met2.png
Scale: 2 px per um.
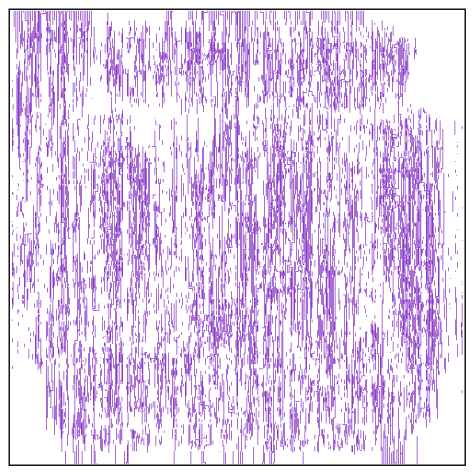
final_placement.png
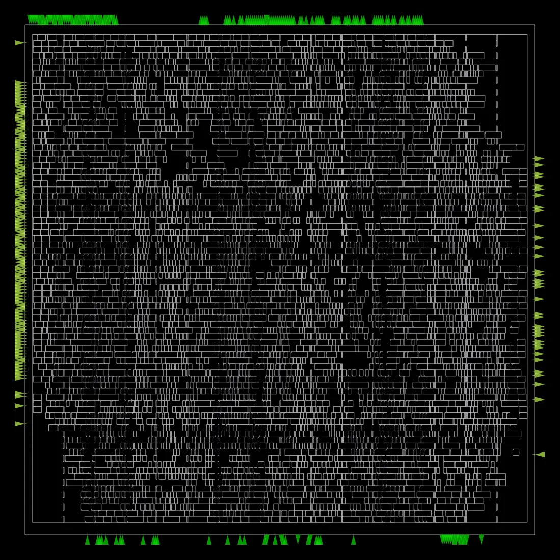
clock_map.png
Scale: 1 px per um.
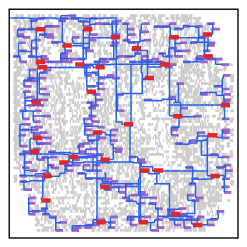
port_nets.png
Scale: 2 px per um.
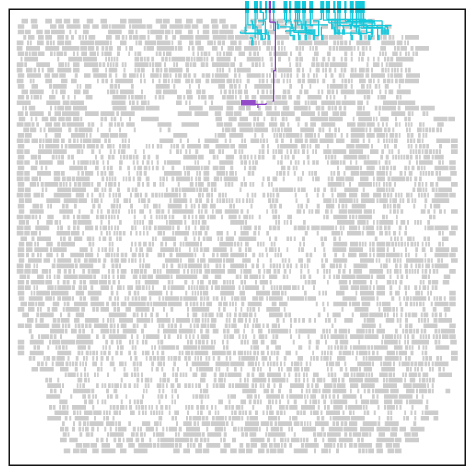
cell_classes.png
Scale: 1 px per um.
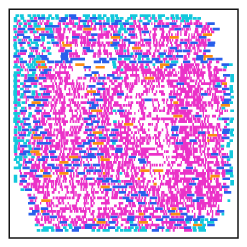
==> config.mk <==
export PLATFORM = sky130hd
export DESIGN_NAME = placement_wirelength_eval
export DESIGN_NICKNAME = d
export VERILOG_FILES = /design/src/rtl/placement_wirelength_eval.sv
export SDC_FILE = /design/constraint.sdc
export NUM_CORES = 1
export LEC_CHECK = 0
export ABC_AREA = 1
export CORE_MARGIN = 3
export CORE_UTILIZATION = 50
export DETAILED_ROUTE_END_ITERATION = 12
export PLACE_DENSITY = 0.73
export REMOVE_ABC_BUFFERS = 1
export SYNTH_ARGS = -nofsm -noshare
export SYNTH_HDL_FRONTEND = slang
export SYNTH_SLANG_ARGS = --single-unit
==> constraint.sdc <==
create_clock -name clk -period 9.38 [get_ports clk]
set_input_delay 1.876 -clock clk [delete_from_list [all_inputs] [get_ports clk]]
set_output_delay 1.876 -clock clk [all_outputs]
set_load 0.005 [all_outputs]
==> reports/results.ini <==
[setup_path]
cpMaxStageDelayCell=inv_2
crit_top_cell=buf_4
required_ps=7500
max_stage_delay_ps=500
startpoint_type=register
path_class=register to output port
rr_worst_depth=17
reg2reg_slack_ps=4400
cp_max_fo=86
worstPathCellList=inv_1 > nor2_1 > nand2_2 > buf_4 > inv_2 > buf_4 > a22o_1 > clkdlybuf4s50_1
end_kind=output port

[clock_tree]
cts_tree=yes
cts_setup_buffers=0
cts_sinks=293
cts_hold_buf=0
cts-root-buf=clkbuf_16
h-tree-depth=2
cts_buffer_depth=3

[finish]
drive_gt1_share_pct=2.85
final_nets=4395
comb_area_sq_mm=0.0156
area_growth_syn_to_layout_pct=18.7
final_common_cell=inv_1

[power]
p_sw_share_pct=45.6
p_per_area_mw_per_mm2=194
p_sw_uw=2570
p_int_uw=3070
pwr-share-comb_pct=51.2
irDropWorstVdd_mv=0.121

[yosys]
synth_warnings=0
syn_area_sq_mm=0.0245
yosys.area_share.simple_pct=26.2
ys_seq_share_pct=24.0
async_flop_share_pct=0
ys_cells=3762
synthAdderAreaFrac_pct=15.0
ys.flops=293
ys_sh_xor_pct=4.08
topCombFamilyByArea=simple AND/OR/NAND/NOR gates
ys_sh_mux_pct=0
synth_cell_types=53

[global_routing]
grt_pass1_wl_um=123000
track_usage_pct=29.6
overflow=0
grt_pass1_vias=23700

[floorplan]
die_h_um=227
die_w_um=227
initCoreUtil_pct=50.9

[timing]
fin_setup_tns_ps=0
fin_crit_sh_pct=55.8
rsz0062_at_grt=false
maxSlewHeadroom_pct=24.7

[place]
place_area_sq_mm=0.0279
gp_congestion=0.988

[outcome]
status=finished, final reports clean

[flow_run]
drv_cap=0
warnings=27

[route]
drtIter0Drc=2179
wl_per_cell_um=16.6
routed_via_density=5.39
first_pass_iters=8

Back to the opening pictures, met2.png:
- share of all routed wire: 44%
- main direction: vertical
- nets with wire on the layer: 3494
- wire length on this layer: 33.7 mm
- longest straight run: 103 um
routed via count: 25000
grt met2 use: 46.9%
DRT Wirelength: 77200 um

Back to the opening pictures, final_placement.png:
Flops: 293
fin cells: 4646
std cell rows: 80
flop share of the area: 20.2%
post-layout util: 60.4%

Back to the opening pictures, clock_map.png:
- cells driving clock nets: red (count 36)
- flip-flops: purple (count 293)
- clock wires: blue (length 4560 um)
- routed clock nets: 37
Clock power frac: 24.6%
Worst Skew: 19.9 ps

Back to the opening pictures, port_nets.png:
- err_unplaced: purple (bits 1; direction output; edge top; end cells 1; buffers 1; wire 57.1 um)
- edge_addr: cyan (bits 32; direction output; edge top; end cells 32; buffers 32; wire 589 um)
IO Pins: 296
Port Buf Inserts: 295

Back to the opening pictures, cell_classes.png:
- clock drivers and dummy loads: orange (cells 60)
- other buffers and delay cells: cyan (cells 307)
- flip-flops: blue (cells 293)
- all other logic: magenta (cells 3371)
design area: 0.0290 sq mm
Core ar.: 0.0480 sq mm

[Yosys cell counts, types with 5 or more instances]
library cell / instances / area [sq um]
o211ai_1: 7 / 52.6
nor3_1: 35 / 175
nand4_1: 79 / 494
nand3b_1: 17 / 128
o21bai_1: 37 / 278
or2_2: 12 / 75.1
nor2_2: 7 / 43.8
xor2_1: 93 / 815
inv_2: 7 / 26.3
fa_1: 65 / 1300
o21a_1: 12 / 90.1
inv_1: 694 / 2610
a21o_1: 13 / 97.6
o21ai_0: 275 / 1380
nor2_1: 413 / 1550
ha_1: 190 / 2380
buf_2: 18 / 90.1
xnor2_1: 21 / 184
a221oi_1: 5 / 43.8
a21oi_1: 374 / 1870
o21ai_1: 6 / 30.0
nand2_1: 671 / 2520
a22o_1: 32 / 280
nand3_1: 200 / 1000
nor3_2: 5 / 50.1
clkbuf_1: 69 / 259
dfxtp_1: 293 / 5870
nor4_1: 32 / 200
buf_1: 9 / 33.8
a21boi_0: 15 / 113
a31oi_1: 10 / 62.6
[metal layers]
layer  wire length, um  GRT usage [%]
met3              5010           4.19
met4              2500           9.29
met5                 0              0
met2             33700           46.9
met1             36000           41.8
[stage by stage]
stage / std cells / setup slack [ps] / utilization, %
final: 4646 / 4150 / 60.4
after floorplan: 3664 / 4290 / -
after detailed placement: 4586 / 4490 / 58.1
after global placement: 4586 / 4480 / 58.1
after global routing: 4646 / 3850 / 60.4
after CTS: 4646 / 4090 / 60.4
[worst max-delay path: cells and delay by family, from the launching register on]
kind,cells,cell delay [ps]
buf+inv,5,1910
compound gates,1,210
simple gates,2,180
flops,1,440
[area by class of cell]
cell class | instances | share of cell area (%)
timing repair buffer | 307 | 10.5
clock inverter | 11 | 0.401
multi-input combinational | 2670 | 53.7
tap | 615 | 2.65
sequential | 293 | 20.2
inverter | 701 | 9.07
clock buffer | 49 | 3.52
[logic make-up after synthesis]
kind of cell,count (synthesis)
xor gates and xnor gates,114
buffers and inverters,799
DFF,293
adders and majority gates,255
AOI/OAI and AO/OA,811
and+or+nand+nor,1490
[power groups by stage]
stage	Combinational (uW)	Clock (uW)	Sequential [uW]
floorplan	2000	0	1380
global placement	2790	0	1390
detailed placement	2810	0	1390
CTS	2820	1410	1360
global route	3240	1460	1370
finish	2890	1390	1370
No activity file was given, so power comes from the tool's default toggle rates.
